layer_met2.png
Cells faint in the background.
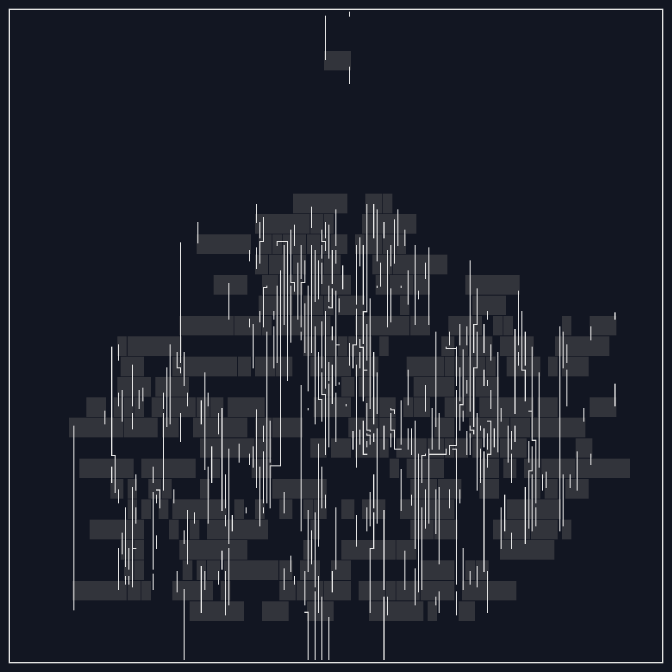
logic_types.png
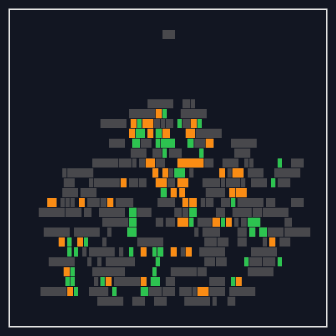
==> config.mk <==
export PLATFORM = sky130hd
export DESIGN_NAME = rx_frame_sync_flat
export DESIGN_NICKNAME = d
export VERILOG_FILES = /design/src/rtl/rx_frame_sync_if.sv /design/src/rtl/rx_frame_sync.sv /design/src/flat_wrapper.sv
export SDC_FILE = /design/constraint.sdc
export NUM_CORES = 1
export LEC_CHECK = 0
export CORE_MARGIN = 4
export CORE_UTILIZATION = 27
export CTS_BUF_LIST = sky130_fd_sc_hd__clkbuf_8
export CTS_CLUSTER_SIZE = 25
export DETAILED_ROUTE_END_ITERATION = 8
export SYNTH_ARGS = -nofsm -noshare
export SYNTH_HDL_FRONTEND = slang
export SYNTH_SLANG_ARGS = --single-unit
==> constraint.sdc <==
create_clock -name clk -period 3.4 [get_ports clk]
set_clock_uncertainty 0.05 [all_clocks]
set_input_delay 0.68 -clock clk [delete_from_list [all_inputs] [get_ports clk]]
set_output_delay 0.68 -clock clk [all_outputs]
set_load 0.01 [all_outputs]
==> src/rtl/rx_frame_sync_if.sv <==
// Bit-stream handshake bundle for the receive frame aligner.
// Raw side: in_valid/in_data/in_ready. Aligned side: out_valid/out_data/out_ready.
// Status: locked (level) and lock_lost (one-cycle pulse). master = environment, slave = aligner.
interface rx_frame_sync_if;
  logic in_valid;
  logic in_data;
  logic in_ready;
  logic out_valid;
  logic out_data;
  logic out_ready;
  logic locked;
  logic lock_lost;

  modport master (
    output in_valid, in_data, out_ready,
    input  in_ready, out_valid, out_data, locked, lock_lost
  );

  modport slave (
    input  in_valid, in_data, out_ready,
    output in_ready, out_valid, out_data, locked, lock_lost
  );
endinterface

==> src/rtl/rx_frame_sync.sv <==
// Purpose: hunts 6-bit headers in the raw bit stream, confirms frame periodicity, forwards frame-aligned bits.
// Latency: HDR_LEN accepted bits plus one output register stage while locked.
// Backpressure: in LOCK, in_ready = !out_valid | out_ready; in HUNT/VERIFY raw bits are always accepted and discarded.
// Ports: clk, rst (sync, active-high); bus = slave side of rx_frame_sync_if (raw in, aligned out, locked, lock_lost).
module rx_frame_sync #(
  parameter int FRAME_LEN = 102,
  parameter int HDR_LEN   = 6,
  parameter int MAX_ERR   = 1,
  parameter int CONFIRM_N = 2,
  parameter int LOSS_N    = 3
) (
  input  logic           clk,
  input  logic           rst,
  rx_frame_sync_if.slave bus
);

  localparam int CNT_W = $clog2(HDR_LEN + 1);

  typedef enum logic [1:0] {
    S_HUNT   = 2'd0,
    S_VERIFY = 2'd1,
    S_LOCK   = 2'd2
  } state_t;

  state_t               r_state;
  logic [HDR_LEN-1:0]   r_w;
  logic [CNT_W-1:0]     r_fill;
  logic [6:0]           r_pos;
  logic [2:0]           r_good_cnt;
  logic [2:0]           r_miss_cnt;
  logic                 r_out_valid;
  logic                 r_out_data;
  logic                 r_locked;
  logic                 r_lock_lost;

  logic                 w_acc;
  logic [HDR_LEN-1:0]   w_nw;
  logic [CNT_W-1:0]     w_pc;
  logic                 w_hit;
  logic                 w_frame_end;
  logic                 w_in_ready;

  // Window as it will look after this bit is shifted in; newest bit at [0].
  assign w_nw = {r_w[HDR_LEN-2:0], bus.in_data};

  always_comb begin
    w_pc = '0;
    for (int k = 0; k < HDR_LEN; k++) begin
      w_pc = w_pc + CNT_W'(w_nw[k]);
    end
  end

  // A header is either near-all-zeros (data) or near-all-ones (idle).
  // Only trusted once the window holds a full header's worth of real bits.
  assign w_hit = (r_fill >= CNT_W'(HDR_LEN - 1)) &&
                 ((w_pc <= CNT_W'(MAX_ERR)) || (w_pc >= CNT_W'(HDR_LEN - MAX_ERR)));

  assign w_frame_end = (r_pos == 7'(FRAME_LEN - 1));
  assign w_in_ready  = (r_state != S_LOCK) || !r_out_valid || bus.out_ready;
  assign w_acc       = bus.in_valid && w_in_ready;

  assign bus.in_ready  = w_in_ready;
  assign bus.out_valid = r_out_valid;
  assign bus.out_data  = r_out_data;
  assign bus.locked    = r_locked;
  assign bus.lock_lost = r_lock_lost;

  always_ff @(posedge clk) begin
    if (rst) begin
      r_state     <= S_HUNT;
      r_w         <= '0;
      r_fill      <= '0;
      r_pos       <= '0;
      r_good_cnt  <= '0;
      r_miss_cnt  <= '0;
      r_out_valid <= 1'b0;
      r_out_data  <= 1'b0;
      r_locked    <= 1'b0;
      r_lock_lost <= 1'b0;
    end else begin
      r_lock_lost <= 1'b0;

      // A pending output bit drains on out_ready; a forwarding accept below overrides this.
      if (bus.out_ready) begin
        r_out_valid <= 1'b0;
      end

      if (w_acc) begin
        r_w <= w_nw;
        if (r_fill != CNT_W'(HDR_LEN)) begin
          r_fill <= r_fill + 1'b1;
        end

        case (r_state)
          S_HUNT: begin
            if (w_hit) begin
              r_pos <= '0;
              if (CONFIRM_N == 1) begin
                r_state    <= S_LOCK;
                r_locked   <= 1'b1;
                r_miss_cnt <= '0;
              end else begin
                r_state    <= S_VERIFY;
                r_good_cnt <= 3'd1;
              end
            end
          end

          S_VERIFY: begin
            if (!w_frame_end) begin
              r_pos <= r_pos + 7'd1;
            end else if (w_hit) begin
              r_pos      <= '0;
              r_good_cnt <= r_good_cnt + 3'd1;
              if (r_good_cnt + 3'd1 == 3'(CONFIRM_N)) begin
                r_state    <= S_LOCK;
                r_locked   <= 1'b1;
                r_miss_cnt <= '0;
              end
            end else begin
              // fill is untouched so hunting restarts on the very next bit.
              r_state <= S_HUNT;
            end
          end

          S_LOCK: begin
            // The bit leaving the window is forwarded. On the accept that ends
            // the lock, that bit is still the last payload bit of the previous
            // frame; the bad header never leaves, so output ends on a frame boundary.
            r_out_valid <= 1'b1;
            r_out_data  <= r_w[HDR_LEN-1];
            if (!w_frame_end) begin
              r_pos <= r_pos + 7'd1;
            end else begin
              r_pos <= '0;
              if (w_hit) begin
                r_miss_cnt <= '0;
              end else if (r_miss_cnt + 3'd1 < 3'(LOSS_N)) begin
                r_miss_cnt <= r_miss_cnt + 3'd1;
              end else begin
                r_state     <= S_HUNT;
                r_locked    <= 1'b0;
                r_lock_lost <= 1'b1;
              end
            end
          end

          default: begin
            r_state  <= S_HUNT;
            r_locked <= 1'b0;
          end
        endcase
      end
    end
  end

endmodule

==> src/flat_wrapper.sv <==
// flat-port wrapper written by rule: the top's interface ports become plain ports
module rx_frame_sync_flat 
#(
  parameter int FRAME_LEN = 102,
  parameter int HDR_LEN   = 6,
  parameter int MAX_ERR   = 1,
  parameter int CONFIRM_N = 2,
  parameter int LOSS_N    = 3
)
  (clk, rst, bus_in_valid, bus_in_data, bus_out_ready, bus_in_ready, bus_out_valid, bus_out_data, bus_locked, bus_lock_lost);
  rx_frame_sync_if bus_i ();
  input  logic clk;
  input  logic rst;
  input wire logic [$bits(bus_i.in_valid)-1:0] bus_in_valid;
  input wire logic [$bits(bus_i.in_data)-1:0] bus_in_data;
  input wire logic [$bits(bus_i.out_ready)-1:0] bus_out_ready;
  output wire logic [$bits(bus_i.in_ready)-1:0] bus_in_ready;
  output wire logic [$bits(bus_i.out_valid)-1:0] bus_out_valid;
  output wire logic [$bits(bus_i.out_data)-1:0] bus_out_data;
  output wire logic [$bits(bus_i.locked)-1:0] bus_locked;
  output wire logic [$bits(bus_i.lock_lost)-1:0] bus_lock_lost;
  assign bus_i.in_valid = bus_in_valid;
  assign bus_i.in_data = bus_in_data;
  assign bus_i.out_ready = bus_out_ready;
  assign bus_in_ready = bus_i.in_ready;
  assign bus_out_valid = bus_i.out_valid;
  assign bus_out_data = bus_i.out_data;
  assign bus_locked = bus_i.locked;
  assign bus_lock_lost = bus_i.lock_lost;
  rx_frame_sync #(.FRAME_LEN(FRAME_LEN), .HDR_LEN(HDR_LEN), .MAX_ERR(MAX_ERR), .CONFIRM_N(CONFIRM_N), .LOSS_N(LOSS_N)) u_core (.clk(clk), .rst(rst), .bus(bus_i));
endmodule
==> tab_implementation.tex <==
% Synthesis and place-and-route results
\begin{tabular}{lr}
\hline
Metric & Value \\
\hline
\multicolumn{2}{l}{\textbf{Run status}} \\
\quad Run status & completed \\
\multicolumn{2}{l}{\textbf{Placement}} \\
\quad Cell total after placement & 291 \\
\quad IO buf count & 9 \\
\quad Post-DP HPWL & approximately 2600 um \\
\quad RD Place Congestion & 0.8617 \\
\multicolumn{2}{l}{\textbf{Clock network}} \\
\quad CTS tree & built \\
\quad Clock Pin Slew Worst Setup and Hold Paths & around 100 ps \\
\quad Clock latency reported for the late side of the worst-skew pair & 270 ps \\
\quad CTS Root Cell & sky130\_fd\_sc\_hd\_\_clkbuf\_8 \\
\quad Number of hold-repair buffers added at the cts stage & 0 \\
\quad \# clock sinks & 28 \\
\quad Clock buffers created by TritonCTS & 3 \\
\quad H-Tree Level Count & 1 \\
\quad Clk buf depth & 2 \\
\multicolumn{2}{l}{\textbf{Drt}} \\
\quad Number of detailed-routing iterations run before antenna repair & 4 \\
\quad Residual DRC count & 0 \\
\quad Routed length per instance & 12.10 um \\
\quad DRT Wirelength & 3594 um \\
\quad 1st-iter DRT viols & 105 \\
\quad Via density per instance & about 4.9 \\
\quad ANT nets after route & 0 \\
\quad Via Count & 1448 \\
\multicolumn{2}{l}{\textbf{Logic synthesis}} \\
\quad Yosys synthesis warning count & 0 \\
\quad Async SR Flop Fraction & 0\% \\
\quad AO/OA Area Share & roughly 17\% \\
\quad Post-synthesis chip area from yosys & 1685 sq um \\
\quad Multiplexer area fraction after synthesis & $\sim$2.7\% \\
\quad Synth Area in Simple Gates & 26.43\% \\
\quad Largest cells by area & sky130\_fd\_sc\_hd\_\_dfxtp\_1 (33\%), sky130\_fd\_sc\_hd\_\_ha\_1 (9.7\%), sky130\_fd\_sc\_hd\_\_nand2\_1 (6.5\%) \\
\quad Leading area contributor after synthesis & sky130\_fd\_sc\_hd\_\_dfxtp\_1 \\
\quad Syn avg cell area & approximately 8.3 sq um \\
\quad Distinct cell type count after synthesis & 45 \\
\quad Synthesized netlist net count & 225 \\
\quad Post-synth tally of flip-flops with integrated enable & 0 \\
\quad Top cells by count & sky130\_fd\_sc\_hd\_\_nand2\_1 (29), sky130\_fd\_sc\_hd\_\_dfxtp\_1 (28), sky130\_fd\_sc\_hd\_\_a21oi\_1 (20), sky130\_fd\_sc\_hd\_\_inv\_1 (19), sky130\_fd\_sc\_hd\_\_ha\_1 (13) \\
\quad Top cell type by instance count after synthesis & sky130\_fd\_sc\_hd\_\_nand2\_1 \\
\quad Dominant cell area share & 33.26\% \\
\quad Main flop type & sky130\_fd\_sc\_hd\_\_dfxtp\_1 \\
\quad Adder Area Share & about an eighth \\
\quad Synth Register Bits & 28 \\
\quad Synthesized instance count & 204 \\
\quad Fraction of the yosys area taken by sequential cells & 33.26\% \\
\quad Number of standard cells reported by yosys & 204 \\
\quad Combined area of all synthesized cells & 1685 sq um \\
\quad Main combinational cell family by area after synthesis & simple AND/OR/NAND/NOR gates \\
\quad XOR Share, Synth & 1.559\% \\
\multicolumn{2}{l}{\textbf{Global routing}} \\
\quad Pin count of the biggest net entering global routing & 17 \\
\quad Met3 routing resource usage after global routing & 2.271\% \\
\quad Overflow left after global routing & 0 \\
\quad GRT met1 Usage & 13.25\% \\
\quad Antenna violations before repair & 0 \\
\quad Via count of the first global-routing pass & between 1000 and 1500 \\
\quad GR Util met2 & 16.49\% \\
\quad Global route hottest layer & met2 \\
\quad First-pass GRT wire length & around 6300 um \\
\quad Total Routing Usage GR & 10.26\% \\
\multicolumn{2}{l}{\textbf{Final layout}} \\
\quad Non-clock inverter instance count of the final layout & 19 \\
\quad Seq. cell area & 560.5 sq um \\
\quad Register bank with the most flops & u\_core.r\_pos \\
\quad Most frequently placed logic cells in the final layout & sky130\_fd\_sc\_hd\_\_nand2\_1 (29), sky130\_fd\_sc\_hd\_\_dfxtp\_1 (28), sky130\_fd\_sc\_hd\_\_a21oi\_1 (19), sky130\_fd\_sc\_hd\_\_inv\_1 (17) \\
\quad Largest registers & u\_core.r\_pos x7, u\_core.r\_w x6 \\
\quad Proportion of final cell area spent on non-clock buffers & 9.141\% \\
\quad Number of sequential cells & 28 \\
\quad Util after Layout & 33.81\% \\
\quad Growth of design area from synthesis to finish & 20.19\% \\
\quad Count of filler cells inserted in the layout & 604 \\
\quad Net total in the final layout & 244 \\
\quad Clock Network Area Fraction & under 10\% \\
\quad Number of diodes added for antenna fixing & 0 \\
\quad Flip-flop count of the largest register after layout & 7 \\
\quad Layout buffer count excluding clock buffers & 21 \\
\quad Footprint of the multi-input gates & 1060 sq um \\
\quad Clock buffer count & 4 \\
\quad Comb\_multi\_in & around 150 \\
\quad Fraction of area in registers & 27.67\% \\
\quad Fraction of layout instances using a drive strength above 1 & 13.96\% \\
\quad Largest class & multi-input combinational cells \\
\multicolumn{2}{l}{\textbf{Timing}} \\
\quad Pins Over Slew Limit & 0 \\
\quad RSZ-0062 raised after global routing & yes \\
\quad Post-Route Hold Slack & just over 400 ps \\
\quad Highest clock frequency the design can meet & 0.3002 GHz \\
\quad Count of final setup violators & 0 \\
\quad Post-layout minimum cycle time & 3331 ps \\
\quad Actual transition at the worst max-transition pin & 737.4 ps \\
\quad Post-layout period usage & 97.98\% \\
\quad Remaining max-slew budget at the tightest pin & 50.69\% \\
\quad Number of hold-slack violations in the final timing report & 0 \\
\multicolumn{2}{l}{\textbf{Setup path}} \\
\quad Maximum fanout encountered on the critical timing path & 6 \\
\quad Startpoint type of the worst setup path & primary input \\
\quad Critical register-to-register path startpoint & u\_core.r\_w[0] \\
\quad Worst setup path startpoint & bus\_in\_data \\
\quad Critical path required time & 3560 ps \\
\quad R2r endpoint & u\_core.r\_state[1] \\
\quad Number of cells on the critical path & 12 \\
\quad Slowest cell on crit path & sky130\_fd\_sc\_hd\_\_fa\_1 \\
\quad Cell breakdown of the critical path & buf\_8, ha\_4, inv\_2, fa\_1, fa\_2, inv\_2, fa\_1, nand3b\_1, and4\_4, mux2\_4, or3\_4, a21oi\_2 \\
\quad R2r setup slk & between 150 and 200 ps \\
\quad CP peak stage delay & around 450 ps \\
\quad Worst setup EP type & flop \\
\quad Setup Crit Path Kind & primary input to flop \\
\quad Largest delay share family, worst path & adder cells \\
\quad Critical path destination & u\_core.r\_state[1] \\
\quad Cell count of the worst reg-to-reg path & 11 \\
\quad Critical path buffers and inverters & 3 \\
\quad Worst Path Arrival & 3490 ps \\
\multicolumn{2}{l}{\textbf{Hold path}} \\
\quad Class of the tightest hold or removal check & flop to flop \\
\quad Count of cells along the worst hold path & 2 \\
\quad Hold Crit Endpoint & u\_core.r\_w[5] \\
\quad Hold\_sp & u\_core.r\_w[5] \\
\multicolumn{2}{l}{\textbf{Flow run}} \\
\quad Tool warnings & 35 \\
\quad Count of maximum capacitance violations & 0 \\
\multicolumn{2}{l}{\textbf{Pwr}} \\
\quad Maximum resistive drop on vdd & around 0.12 mV \\
\quad Gate power share & 10.4\% \\
\quad Power per unit of standard cell area & 300.6 nW/um\^{}2 \\
\quad Leakage power figure & between 0.7 and 0.8 nW \\
\quad Sequential share of power & 55.4\% \\
\quad Switching Fraction & between 20\% and 30\% \\
\quad Max power group & sequential cells \\
\quad Switching power total & 0.0001457 W \\
\quad P\_seq & 0.000337 W \\
\quad Internal power summed over all cells & 0.0004632 W \\
\quad Comb power & 0.0000633 W \\
\quad Clk pwr share & 34.2\% \\
\quad Clock-net power & 0.000208 W \\
\multicolumn{2}{l}{\textbf{Die}} \\
\quad Starting utilization of the core area & 28.13\% \\
\quad Die area & 7570 sq um \\
\quad Number of placement rows & 28 \\
\quad Horizontal die dimension & 87.01 um \\
\quad Number of primary I/O pins & 10 \\
\quad Well tap count & between 70 and 80 \\
\quad Height of the chip & just under 90 um \\
\quad Standard cell core area & 5991 sq um \\
\hline
\end{tabular}
About layer_met2.png:
nets with wire on the layer: 184
longest straight run: 27.2 um
main direction: vertical
wire length on this layer: 1650 um

About logic_types.png:
[green] nand cells | cells: 46
[orange] aoi and oai cells | cells: 42
fin cells: 297
combinational fraction of the cell area: 52.32%
most frequent logic cell in the layout: sky130_fd_sc_hd__nand2_1

## through the flow
stage	area (sq um)	worst slack, ps	power (W)	setup TNS [ps]
3_5_place_dp	1926	-635.2	0.0004062	-8897
2_1_floorplan	1700	-165.0	0.0003846	-283.9
4_1_cts	1994	16.71	0.0006198	0
5_1_grt	2026	-29.72	0.0006393	-87.85
6_report	2026	68.78	0.0006089	0
3_3_place_gp	1926	-628.4	0.0004055	-8368
## per-layer routing
layer / vias up / wire [um]
li1: 755 / -
met2: 17 / 1645
met4: 0 / 76
met3: 4 / 99
met5: - / 0
met1: 672 / 1772
## what timing repair did
item / CTS / global route
pin swaps: 4 / 6
setup buffers: 1 / 1
endpoints found under the setup margin: 17 / 13
gates resized: 6 / 7
Power figures rest on the tool's default switching activity, not on a simulated workload.
